### Cell sizes after repair

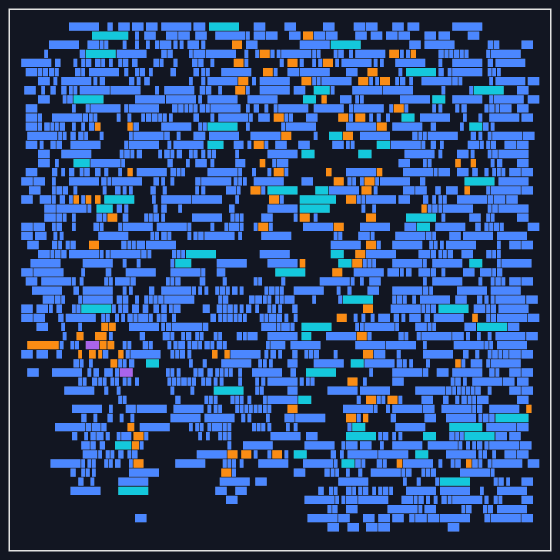
### Routing congestion

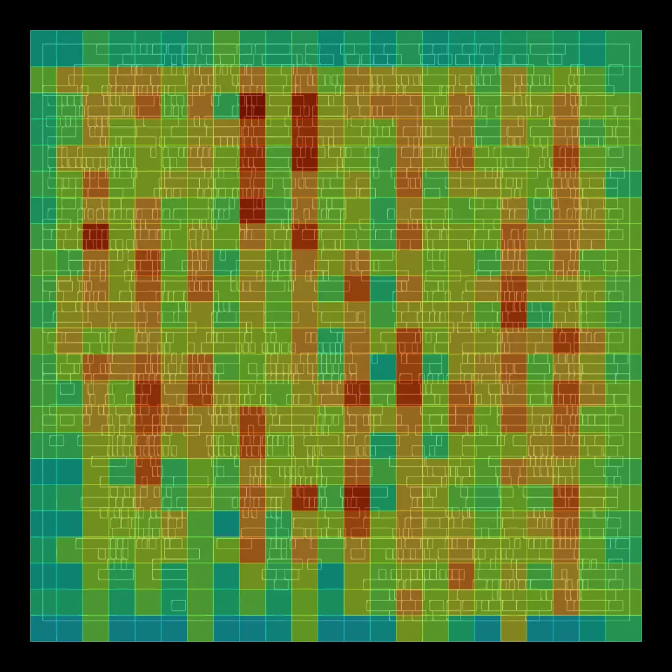
### Clock distribution

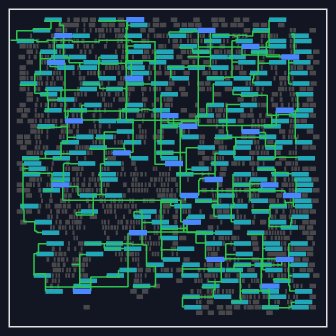
==> config.mk <==
export PLATFORM = sky130hd
export DESIGN_NAME = sd_cmd_phy
export DESIGN_NICKNAME = d
export VERILOG_FILES = /design/src/rtl/sd_cmd_phy.sv
export SDC_FILE = /design/constraint.sdc
export NUM_CORES = 1
export LEC_CHECK = 0
export ABC_AREA = 1
export CORE_MARGIN = 3
export CORE_UTILIZATION = 43
export DETAILED_ROUTE_END_ITERATION = 16
export GPL_TIMING_DRIVEN = 0
export PLACE_DENSITY_LB_ADDON = 0.15
export RECOVER_POWER = 50
export SYNTH_ARGS = -nofsm -noshare
export SYNTH_HDL_FRONTEND = slang
export SYNTH_SLANG_ARGS = --single-unit
export TNS_END_PERCENT = 1
==> constraint.sdc <==
create_clock -name clk_SD -period 9.3 [get_ports clk_SD]
set_clock_uncertainty 0.15 [all_clocks]
set_input_delay 1.86 -clock clk_SD [delete_from_list [all_inputs] [get_ports clk_SD]]
set_output_delay 1.86 -clock clk_SD [all_outputs]
set_load 0.005 [all_outputs]
==> results.py <==
# Metrics from the implementation run
metrics = {
    "placement": {
        "port-buffer-count": 187,
        "gp_congestion": 0.8455,
        "dp_slack_ns": 5.409,
    },
    "clock_network": {
        "cts_buffers": 25,
        "holdBufCountCts": 0,
    },
    "finish": {
        "largest_register_ffs": 136,
        "diodes": 0,
        "drive_above_1_share": 0.1026,
        "nNetsFinal": 1502,
        "logic_gates": 868,
    },
    "worst_hold_path": {
        "min_path_type": "register to register",
    },
    "status": {
        "status": "finished, final reports clean",
    },
    "worst_setup_path": {
        "reg2reg_depth": 9,
        "path_cells": "dlygate4sd3_1 > inv_1 > nor2_1 > nor2_4 > nand2_1 > clkbuf_1 > clkbuf_1 > o21ai_1",
        "max_stage_delay_ns": 0.73,
        "worstSetupEndpointType": "register",
        "cpMaxStageDelayCell": "clkbuf_1",
    },
    "power_and_ir_drop": {
        "p_seq_frac": 0.471,
        "power_leader": "clock",
        "p_clk_frac": 0.485,
        "swShare": 0.2174,
    },
    "sta": {
        "fin_ws_ns": 4.525,
    },
    "floorplanning": {
        "die_w_um": 161.3,
        "placementRows": 56,
    },
    "logic_synthesis": {
        "ys_sh_xor": 0.01013,
        "ys_sh_simple": 0.2327,
        "netlist_instances": 1238,
        "fa_ha_area_frac": 0.004823,
    },
    "global_routing": {
        "grt_pass1_wl_um": 42730,
        "antenna_found_initial": 0,
    },
}
Back to the opening pictures, 'Cell sizes after repair':
Key: x1 and smaller = blue [cells 1321]; x6 and larger = cyan [cells 57]; x2 = orange [cells 92]; x3 and x4 = purple [cells 2]
bufs w/o clock: 258
fin area: 13400 um2

Back to the opening pictures, 'Routing congestion':
per-cell routed wire length: 14.33 um
GR peak layer: met2
Finished Core Util: 0.5677
met2 usage: 0.3064

Back to the opening pictures, 'Clock distribution':
Key: flip-flops = cyan [count 220]; clock wires = green [length 3030 um]; clock-net drivers = blue [count 25]
Position of the flops: spread over the die.
Clock Latency Late Sink: 0.52 ns
clock group power: 0.986 mW

Power is estimated from default activity; no workload was simulated.
